<file path="src/rtl/cpu_pkg.sv">
// Shared definitions for the CPU program loader.
//   INSTR_W        - instruction word width (16)
//   BYTES_PER_WORD - stream bytes per instruction word (2)
//   BYTE_W         - stream byte width
//   loader_state_t - loader FSM states (CSUM only reachable with LOADER_CHECKSUM_EN)
package cpu_pkg;

    localparam int INSTR_W        = 16;
    localparam int BYTES_PER_WORD = 2;
    localparam int BYTE_W         = INSTR_W / BYTES_PER_WORD;

    typedef enum logic [2:0] {
        HDR_HI,
        HDR_LO,
        W_HI,
        W_LO,
        CSUM,
        HOLD,
        RUN,
        ERROR
    } loader_state_t;

endpackage

</file>
<file path="src/rtl/byte_to_word.sv">
// High/low byte assembler for the program loader.
//   clk, reset  - clock, asynchronous active-high reset
//   byte_data   - incoming stream byte
//   byte_valid  - byte is being consumed this cycle
//   hi_sel      - 1: consumed byte is the high half, 0: low half (completes a word)
//   word        - {latched high byte, current low byte}
//   word_valid  - single-cycle pulse when the low byte completes a word
module byte_to_word
    import cpu_pkg::*;
(
    input  logic               clk,
    input  logic               reset,
    input  logic [BYTE_W-1:0]  byte_data,
    input  logic               byte_valid,
    input  logic               hi_sel,
    output logic [INSTR_W-1:0] word,
    output logic               word_valid
);

    logic [BYTE_W-1:0] hi_byte;

    always_ff @(posedge clk or posedge reset) begin
        if (reset) begin
            hi_byte <= '0;
        end else if (byte_valid && hi_sel) begin
            hi_byte <= byte_data;
        end
    end

    // The low byte is not stored: the word is complete in the cycle it arrives,
    // so the consumer can register it without an extra pipeline bubble.
    always_comb begin
        word       = {hi_byte, byte_data};
        word_valid = byte_valid && !hi_sel;
    end

endmodule

</file>
<file path="src/rtl/program_loader.sv">
// In-system boot loader: fills the CPU instruction memory from a byte stream
// (frame: N_hi, N_lo, then N words high byte first) and then releases the CPU.
// Optional macro LOADER_CHECKSUM_EN: a trailing XOR byte over header and
// payload is required; a mismatch sends the loader to ERROR.
//   clk              - system clock, rising edge
//   reset            - asynchronous, active-high; restarts header reception
//   rx_data/rx_valid - input byte stream
//   rx_ready         - byte accepted when rx_valid && rx_ready
//   instruction_in   - word presented to instruction memory
//   load_address     - instruction memory write address
//   load_instruction - memory write enable / CPU load mode
//   pc_reset         - holds the CPU PC in reset
//   done             - load complete, CPU running
//   err              - frame error, CPU held in reset
module program_loader
    import cpu_pkg::*;
#(
    parameter int ADDR_W = 16,
    parameter int DATA_W = INSTR_W
)
(
    input  logic              clk,
    input  logic              reset,
    input  logic [7:0]        rx_data,
    input  logic              rx_valid,
    output logic              rx_ready,
    output logic [DATA_W-1:0] instruction_in,
    output logic [ADDR_W-1:0] load_address,
    output logic              load_instruction,
    output logic              pc_reset,
    output logic              done,
    output logic              err
);

    // Largest legal word count; the counter has one extra bit so it can reach it.
    localparam logic [31:0] MAX_WORDS = 32'd1 << ADDR_W;

    loader_state_t        state;
    logic [7:0]           hdr_hi;
    logic [ADDR_W:0]      n_words;
    logic [ADDR_W:0]      k;
    logic [ADDR_W:0]      k_next;
    logic [31:0]          n_ext;
    logic                 accept;
    logic [INSTR_W-1:0]   word;
    logic                 word_valid;
`ifdef LOADER_CHECKSUM_EN
    logic [7:0]           csum;
`endif

    always_comb begin
        accept = rx_valid && rx_ready;
        n_ext  = {16'h0000, hdr_hi, rx_data};
        k_next = k + {{ADDR_W{1'b0}}, 1'b1};
    end

    byte_to_word u_b2w (
        .clk        (clk),
        .reset      (reset),
        .byte_data  (rx_data),
        .byte_valid (accept && (state == W_HI || state == W_LO)),
        .hi_sel     (state == W_HI),
        .word       (word),
        .word_valid (word_valid)
    );

    // Outputs are registered alongside the state: every transition sets the
    // output values that belong to the state being entered.
    always_ff @(posedge clk or posedge reset) begin
        if (reset) begin
            state            <= HDR_HI;
            hdr_hi           <= '0;
            n_words          <= '0;
            k                <= '0;
            instruction_in   <= '0;
            load_address     <= '0;
            load_instruction <= 1'b1;
            pc_reset         <= 1'b1;
            done             <= 1'b0;
            err              <= 1'b0;
            rx_ready         <= 1'b0;
`ifdef LOADER_CHECKSUM_EN
            csum             <= '0;
`endif
        end else begin
            case (state)
                HDR_HI: begin
                    // rx_ready rises on the first clock after reset release.
                    rx_ready <= 1'b1;
                    if (accept) begin
                        hdr_hi <= rx_data;
                        state  <= HDR_LO;
`ifdef LOADER_CHECKSUM_EN
                        csum   <= rx_data;
`endif
                    end
                end
                HDR_LO: begin
                    if (accept) begin
                        n_words <= n_ext[ADDR_W:0];
                        k       <= '0;
`ifdef LOADER_CHECKSUM_EN
                        csum    <= csum ^ rx_data;
`endif
                        if (n_ext == 32'd0) begin
`ifdef LOADER_CHECKSUM_EN
                            state    <= CSUM;
`else
                            state    <= HOLD;
                            rx_ready <= 1'b0;
`endif
                        end else if (n_ext > MAX_WORDS) begin
                            state            <= ERROR;
                            rx_ready         <= 1'b0;
                            load_instruction <= 1'b0;
                            err              <= 1'b1;
                        end else begin
                            state <= W_HI;
                        end
                    end
                end
                W_HI: begin
                    if (accept) begin
                        state <= W_LO;
`ifdef LOADER_CHECKSUM_EN
                        csum  <= csum ^ rx_data;
`endif
                    end
                end
                W_LO: begin
                    if (word_valid) begin
                        instruction_in <= word;
                        load_address   <= k[ADDR_W-1:0];
                        k              <= k_next;
`ifdef LOADER_CHECKSUM_EN
                        csum           <= csum ^ rx_data;
`endif
                        if (k_next == n_words) begin
`ifdef LOADER_CHECKSUM_EN
                            state    <= CSUM;
`else
                            state    <= HOLD;
                            rx_ready <= 1'b0;
`endif
                        end else begin
                            state <= W_HI;
                        end
                    end
                end
`ifdef LOADER_CHECKSUM_EN
                CSUM: begin
                    if (accept) begin
                        rx_ready <= 1'b0;
                        if (rx_data == csum) begin
                            state <= HOLD;
                        end else begin
                            state            <= ERROR;
                            load_instruction <= 1'b0;
                            err              <= 1'b1;
                        end
                    end
                end
`endif
                HOLD: begin
                    // One extra write cycle guarantees the last word lands.
                    state            <= RUN;
                    load_instruction <= 1'b0;
                    pc_reset         <= 1'b0;
                    done             <= 1'b1;
                end
                default: begin
                    // RUN and ERROR are terminal until reset.
                    state <= state;
                end
            endcase
        end
    end

endmodule

</file>
<file path="config.mk">
export PLATFORM = sky130hd
export DESIGN_NAME = program_loader
export DESIGN_NICKNAME = d
export VERILOG_FILES = /design/src/rtl/cpu_pkg.sv /design/src/rtl/byte_to_word.sv /design/src/rtl/program_loader.sv
export SDC_FILE = /design/constraint.sdc
export NUM_CORES = 1
export LEC_CHECK = 0
export CAP_MARGIN = 40
export CORE_ASPECT_RATIO = 1.25
export CORE_MARGIN = 1.5
export CORE_UTILIZATION = 56
export CTS_BUF_LIST = sky130_fd_sc_hd__clkbuf_16
export CTS_CLUSTER_DIAMETER = 150
export DETAILED_ROUTE_END_ITERATION = 7
export PLACE_DENSITY = 0.8
export SLEW_MARGIN = 5
export SYNTH_ARGS = -nofsm -noshare
export SYNTH_HDL_FRONTEND = slang
export SYNTH_SLANG_ARGS = --single-unit
</file>
<file path="constraint.sdc">
create_clock -name clk -period 3.65 [get_ports clk]
set_input_delay 0.9125 -clock clk [delete_from_list [all_inputs] [get_ports clk]]
set_output_delay 0.9125 -clock clk [all_outputs]
set_load 0.005 [all_outputs]
</file>
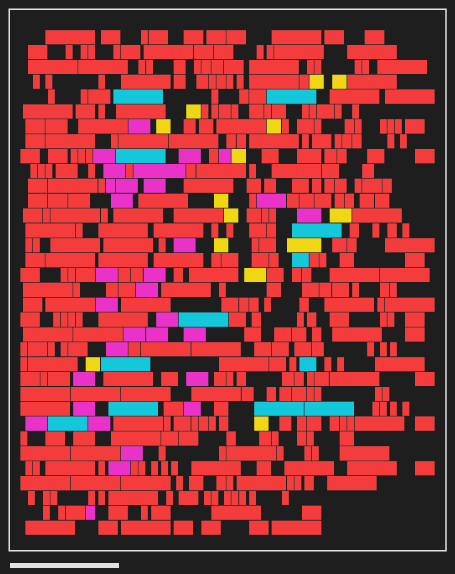
Run 1: sizing map
The bar under the picture is 20 µm long.
Key: cyan = drive 6 and up [cells 12, most used clkbuf_16]; red = drive 1 or less [cells 405, most used nand2_1]; magenta = drive 2 [cells 31, most used mux2_2]; yellow = drive 3 to 4 [cells 14, most used buf_4]

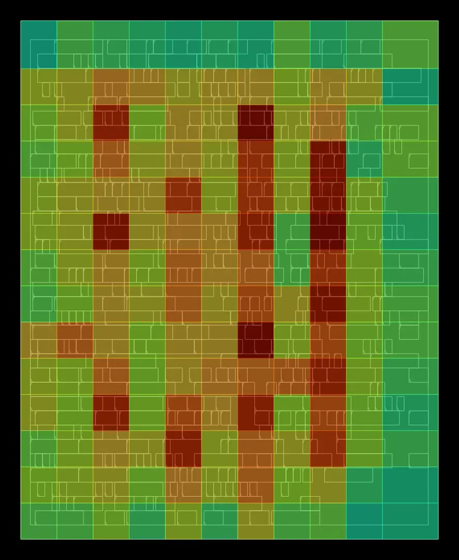
Run 1: track usage over the die
DR WL/cell: 16.81 µm
Final Util: 69.75%

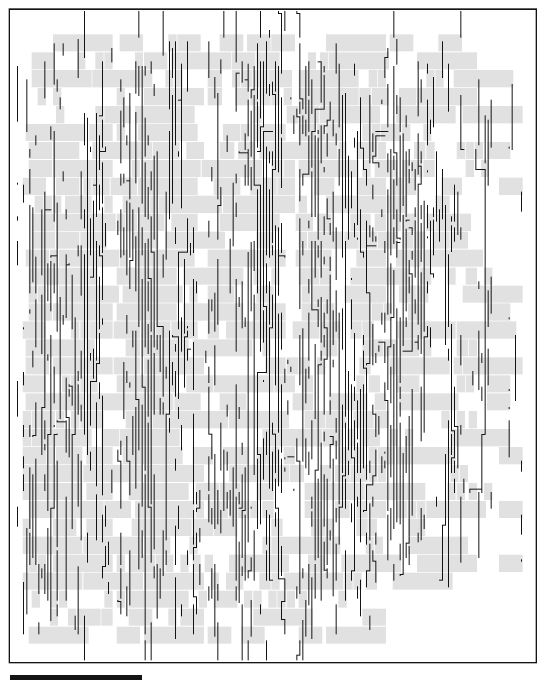
Run 1: the metal 2 layer
The bar under the picture is 20 µm long.
The wires run mostly vertical. The longest straight run is 51.0 µm. 399 nets have wire on it.

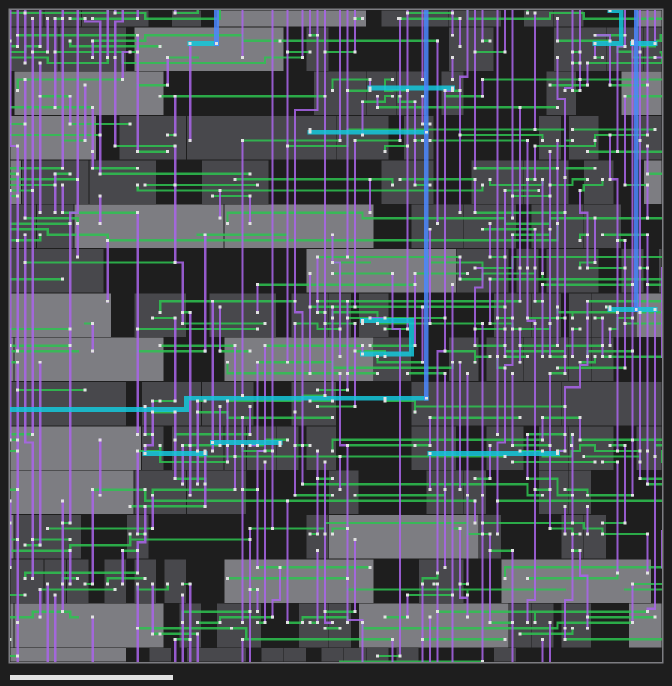
Run 1: layout detail
The bar under the picture is 10 µm long. Region (20, 10) to (60, 50) µm. Cells in gray, sequential cells in the stronger gray; small squares are vias.
Key: blue = met4; purple = met2; cyan = met3; green = met1
109 logic cells have their middle in the window. Sequential cells in the window: 16. Netlist names of flops here include `n_words` (8), `k` (4), `hdr_hi` (2). Most frequent: nand2_1 (24), dfrtp_1 (16), o21ai_0 (10).

[run 1: cells by family after synthesis]
kind of cell             Yosys count  share of synthesized area, %
multiplexers                      34                         9.188
XOR/XNOR                          20                         4.259
adder cells (fa/ha/maj)            1                        0.3042
AND-OR/OR-AND                     55                         8.427
buffers and inverters             34                         4.137
other                              1                       0.09118
AND/OR/NAND/NOR                  187                         20.63
flip-flops                        87                         52.97
[run 1: power by group through the flow]
stage | Clock, W | Sequential (W) | Combinational, W
after floorplan | 0 | 0.00120 | 0.000383
after global placement | 0 | 0.00124 | 0.000591
after detailed placement | 0 | 0.00125 | 0.000605
after CTS | 0.000857 | 0.00123 | 0.000609
after global routing | 0.000904 | 0.00125 | 0.000671
final | 0.000843 | 0.00123 | 0.000602
[run 1: routing by layer]
layer  global-route usage, %  up-vias
met5                       0        -
met4                   9.717        0
met3                   4.444       13
met2                   43.29       84
met1                   34.63     1529
li1                        -     1497
[run 1: synth_stat cells (all sizes together)]
library cell	instances	area, µm²
o211ai	1	7.510
nor2	10	37.54
nand3	10	62.56
o221ai	2	17.52
xor2	5	43.79
nand2	130	488.0
nand4	4	25.02
buf	7	68.81
nor4	9	56.30
a22oi	1	7.510
a21o	2	15.01
a21oi	9	48.80
nor2b	2	12.51
or3	1	6.260
ha	1	12.51
and2	3	18.77
mux2	30	337.8
conb	1	3.750
nor4b	1	8.760
or2	1	6.260
nor3	4	20.02
or4b	1	10.01
nand2b	1	6.260
xnor2	15	131.4
o22ai	2	12.51
a221o	1	10.01
inv	5	18.77
dfstp	1	26.28
mux2i	4	40.04
nor3b	1	12.51
o21ai	24	120.1
o21a	1	7.510
and3	1	11.26
clkbuf	21	78.83
clkinv	1	3.750
dfrtp	86	2152
and4	2	17.52
a311oi	1	15.01
or4	6	48.80
o31ai	9	67.56
o2111ai	1	8.760
a22o	1	8.760
[run 1: sequential cells by signal, indices dropped and copies added (netlist names), 3 cells and up]
signal / cells
u_b2w.hi_byte: 8
n_words: 16
k: 17
instruction_in: 16
state: 3
hdr_hi: 8
load_address: 16
[run 1: metrics by stage]
stage / area [µm²] / hold WS (ns)
floorplan: 4113 / 0.4331
global placement: 4622 / 0.4440
detailed placement: 4622 / 0.4564
CTS: 4896 / 0.4737
global route: 4896 / 0.4902
finish: 4896 / 0.4700
[run 1: critical path: cells and delay by family (launching register included)]
kind	cells	cell delay, ns
flops	1	0.45
simple gates	5	1.64
fa+ha+maj	1	0.31
compound gates	2	0.43
[run 1: area by class of cell]
class / count / area share, %
sequential: 87 / 44.49
clock buffer: 9 / 4.600
multi-input combinational: 298 / 36.08
timing repair buffer: 55 / 11.04
tap: 90 / 2.300
clock inverter: 7 / 0.9967
inverter: 6 / 0.4856
[run 1: final timing paths]
kind,to,start,depth (start not counted)
setup / recovery,state[0]$_DFFE_PP0P_,k[0]$_DFFE_PP0P_,8
hold / removal,done$_DFFE_PP0P_,done$_DFFE_PP0P_,1
setup reg to reg,state[0]$_DFFE_PP0P_,k[0]$_DFFE_PP0P_,8
hold reg to reg,done$_DFFE_PP0P_,done$_DFFE_PP0P_,1
max in group asynchronous,k[2]$_DFFE_PP0P_,reset,3
min in group asynchronous,instruction_in[15]$_DFFE_PP0P_,reset,2
==> flow_summary.yaml, run 1 <==
# flow metrics
hold_path:
  hold_path.class: "flip-flop to flip-flop"
final_layout:
  antenna_cells: 0
  fin_nets: 469
  mi_logic_area_um2: 1767
die:
  chip_area_um2: 7871
routing:
  drt_pre_antenna_iters: 4
  wl_met2_um: 4756
global_routing:
  grt_pass1_wl_um: 15660
power_and_ir_drop:
  power.internal_w: 0.001880
  p_sw_w: 0.0007941
clock_tree:
  path_clk_slew_ns: 0.07
  insertion_delay_ns: 0.33
  cts_resized: 0
outcome:
  status: "finished clean"
setup_path:
  crit_path_end_kind: "flip-flop"
  reg2reg_slack_ns: 0.75
yosys:
  syn_nets: 431
  postSynthSeqShare_pct: 52.97
  numSynthFlops: 87
place:
  routabilityCongestion: 0.9046
timing:
  slew_headroom_pct: 61.60
Run 1, signal wires on met1:
The bar under the picture is 20 µm long. Supply wires on this layer in gray.
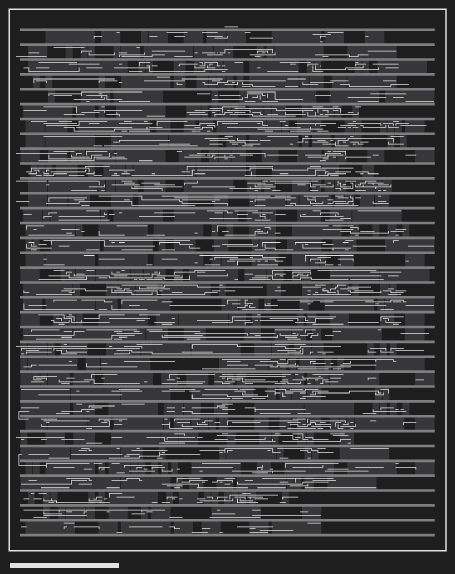

--- run 2 (diff from run 1) ---
--- a/config.mk
+++ b/config.mk
@@ -8,11 +8,11 @@
 export CAP_MARGIN = 40
 export CORE_ASPECT_RATIO = 1.25
 export CORE_MARGIN = 1.5
-export CORE_UTILIZATION = 56
+export CORE_UTILIZATION = 50
 export CTS_BUF_LIST = sky130_fd_sc_hd__clkbuf_16
 export CTS_CLUSTER_DIAMETER = 150
 export DETAILED_ROUTE_END_ITERATION = 7
-export PLACE_DENSITY = 0.8
+export PLACE_DENSITY = 0.75
 export SLEW_MARGIN = 5
 export SYNTH_ARGS = -nofsm -noshare
 export SYNTH_HDL_FRONTEND = slang
==> constraint.sdc (replaced) <==
create_clock -name clk -period 2.4 [get_ports clk]
set_input_delay 0.6 -clock clk [delete_from_list [all_inputs] [get_ports clk]]
set_output_delay 0.6 -clock clk [all_outputs]
set_load 0.005 [all_outputs]
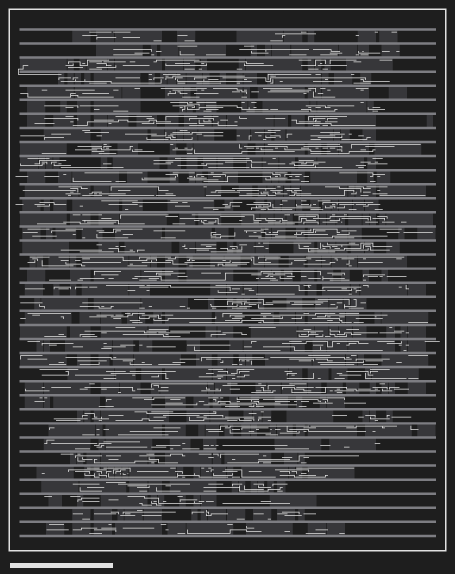
Run 2: signal wires on met1
The bar under the picture is 20 µm long. Supply wires on this layer in gray.
The longest straight run is 20.2 µm. 475 nets have wire on it. The wires run mostly horizontal. The layer carries 4190 µm of wire.
met1 Usage GRT: 31.21%
WL final: 10260 µm
vias: 3393

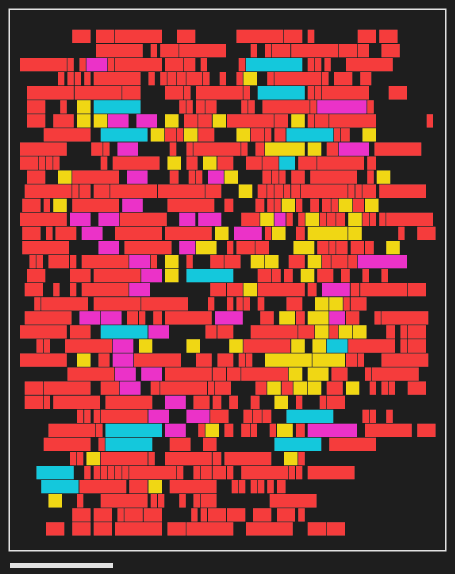
Run 2: sizing map
The bar under the picture is 20 µm long.
Key: magenta = drive 2 [cells 38, most used mux2_2]; red = drive 1 or less [cells 391, most used nand2_1]; cyan = drive 6 and up [cells 15, most used clkbuf_16]; yellow = drive 3 to 4 [cells 68, most used buf_4]
PnR worst setup slack: -0.01458 ns
Non-clk bufs: 105
Area Growth Syn to Fin: 32.16%
design area: 5435 µm²

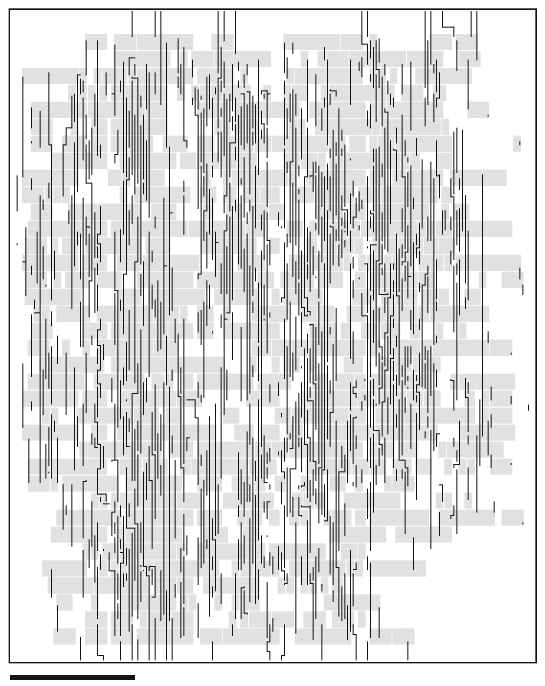
Run 2: the metal 2 layer
The bar under the picture is 20 µm long.
The longest straight run is 45.9 µm. 458 nets have wire on it.

==> run 2 against run 1 <==
Compared with the run above: the flow now finishes with violations (setup timing); non-clock buffer count rose by 50; sequential power rose by 47%; synthesized area did not move; total power rose by 71%; global-route usage fell by 1.5 points.
==> flow_summary.yaml, run 2 <==
# flow metrics
outcome:
  status: "complete, but fails checks"
  violations: "setup timing"
power_and_ir_drop:
  p_sw_share_pct: 28.44
  seqPwrFrac_pct: 39.6
  p_sw_w: 0.001300
  ir_drop_mv: 0.6826
  power.internal_w: 0.003270
yosys:
  edf_count: 0
  syn_area_um2: 4113
  top_cell_area_share_pct: 52.33
  numSynthFlops: 87
  yosysTopAreaCell: "dfrtp_1"
  synthFlopType: "dfrtp_1"
  syn_nets: 431
  most_common_cell: "nand2_1"
  async_flop_share_pct: 100.0
  ys_top_cells_by_count: "nand2_1, dfrtp_1, mux2_2"
  synth_cell_types: 51
  area_leaders: "dfrtp_1, nand2_1, mux2_2, xnor2_1, o21ai_0"
  postSynthSeqShare_pct: 52.97
global_routing:
  met2_usage_pct: 42.06
  grt_pass1_vias: 3496
  grt_pass1_wl_um: 17190
  met3_usage_pct: 4.683
  top_usage_layer: "met2"
clock_tree:
  insertion_delay_ns: 0.34
  path_clk_slew_ns: 0.06
  clockRootBuffer: "clkbuf_16"
  cts.sink_count: 87
final_layout:
  fin_nets: 519
  largest_reg_flops: 17
  largest-register: "k"
setup_path:
  path_buffers: 3
  crit_path_end_kind: "flip-flop"
  reg2reg_depth: 11
  cp.depth: 11
  crit_family: "simple AND/OR/NAND/NOR gates"
routing:
  routedWlPerCell_um: 16.90
  ant_nets: 0
  drt_pre_antenna_iters: 4
  drcViolationCount: 0
timing:
  setup_violations: 2
  setup_slack_ns: -0.01458
  hold_viol: 0
place:
  routabilityCongestion: 0.8682
  placed_area_um2: 4987
die:
  chip_area_um2: 8782
  die_y_um: 104.4
hold_path:
  min_path_cells: 1
  hold_path.class: "flip-flop to flip-flop"
[run 2: cell families after synthesis]
| group | share of synthesized area (%) |
|---|---|
| DFF | 52.97 |
| AOI/OAI and AO/OA | 8.427 |
| buffers and inverters | 4.137 |
| xor gates and xnor gates | 4.259 |
| and+or+nand+nor | 20.63 |
| adders and majority gates | 0.3042 |
| other | 0.09118 |
| muxes | 9.188 |
[run 2: metal layers]
| layer | wire length (µm) | up-vias |
|---|---|---|
| met5 | 0 | - |
| met4 | 242 | 0 |
| met3 | 478 | 19 |
| met2 | 5350 | 102 |
| met1 | 4187 | 1669 |
| li1 | - | 1603 |
[run 2: through the flow]
stage	setup slack, ns	power (W)	hold slack (ns)	util, %	instances
after floorplan	-0.03201	0.002425	0.4331	-	419
after global placement	-0.005314	0.002970	0.4484	63.27	585
after detailed placement	-0.01491	0.003014	0.4562	63.27	585
after CTS	0.0009039	0.004569	0.4747	68.25	605
after global routing	-0.1011	0.004798	0.4909	68.95	607
final	-0.01458	0.004570	0.4697	68.95	607
[run 2: cell type report]
| cell class | count | area [µm²] |
|---|---|---|
| fillers | 575 | 2447 |
| repair buffers | 105 | 932.1 |
| inverters | 6 | 26.28 |
| flip-flops and latches | 87 | 2181 |
| clock buffers | 9 | 225.2 |
| well taps | 95 | 118.9 |
| multi-input cells | 298 | 1854 |
| clock inverters | 7 | 97.59 |
[run 2: final timing paths]
path	slack [ns]	endpoint	from
setup / recovery	-0.01	rx_ready$_DFFE_PP0P_	k[0]$_DFFE_PP0P_
hold / removal	0.47	done$_DFFE_PP0P_	done$_DFFE_PP0P_
setup reg to reg	-0.01	rx_ready$_DFFE_PP0P_	k[0]$_DFFE_PP0P_
hold reg to reg	0.47	done$_DFFE_PP0P_	done$_DFFE_PP0P_
max in group asynchronous	1.38	load_instruction$_DFFE_PP1P_	reset
min in group asynchronous	0.68	instruction_in[11]$_DFFE_PP0P_	reset
[run 2: power groups by stage]
| stage | Clock [W] | Sequential, W | Combinational, W |
|---|---|---|---|
| finish | 0.00149 | 0.00181 | 0.00126 |
| global route | 0.00158 | 0.00184 | 0.00138 |
| CTS | 0.00152 | 0.00181 | 0.00124 |
| detailed placement | 0 | 0.00184 | 0.00118 |
| global placement | 0 | 0.00183 | 0.00114 |
| floorplan | 0 | 0.00183 | 0.000593 |
[run 2: what timing repair did]
item | in CTS | in global routing
buffers inserted | 4 | 2
resized | 9 | 7
setup endpoints to repair | 3 | 4
pin swaps | 8 | 6
No activity file was given, so power comes from the tool's default toggle rates.
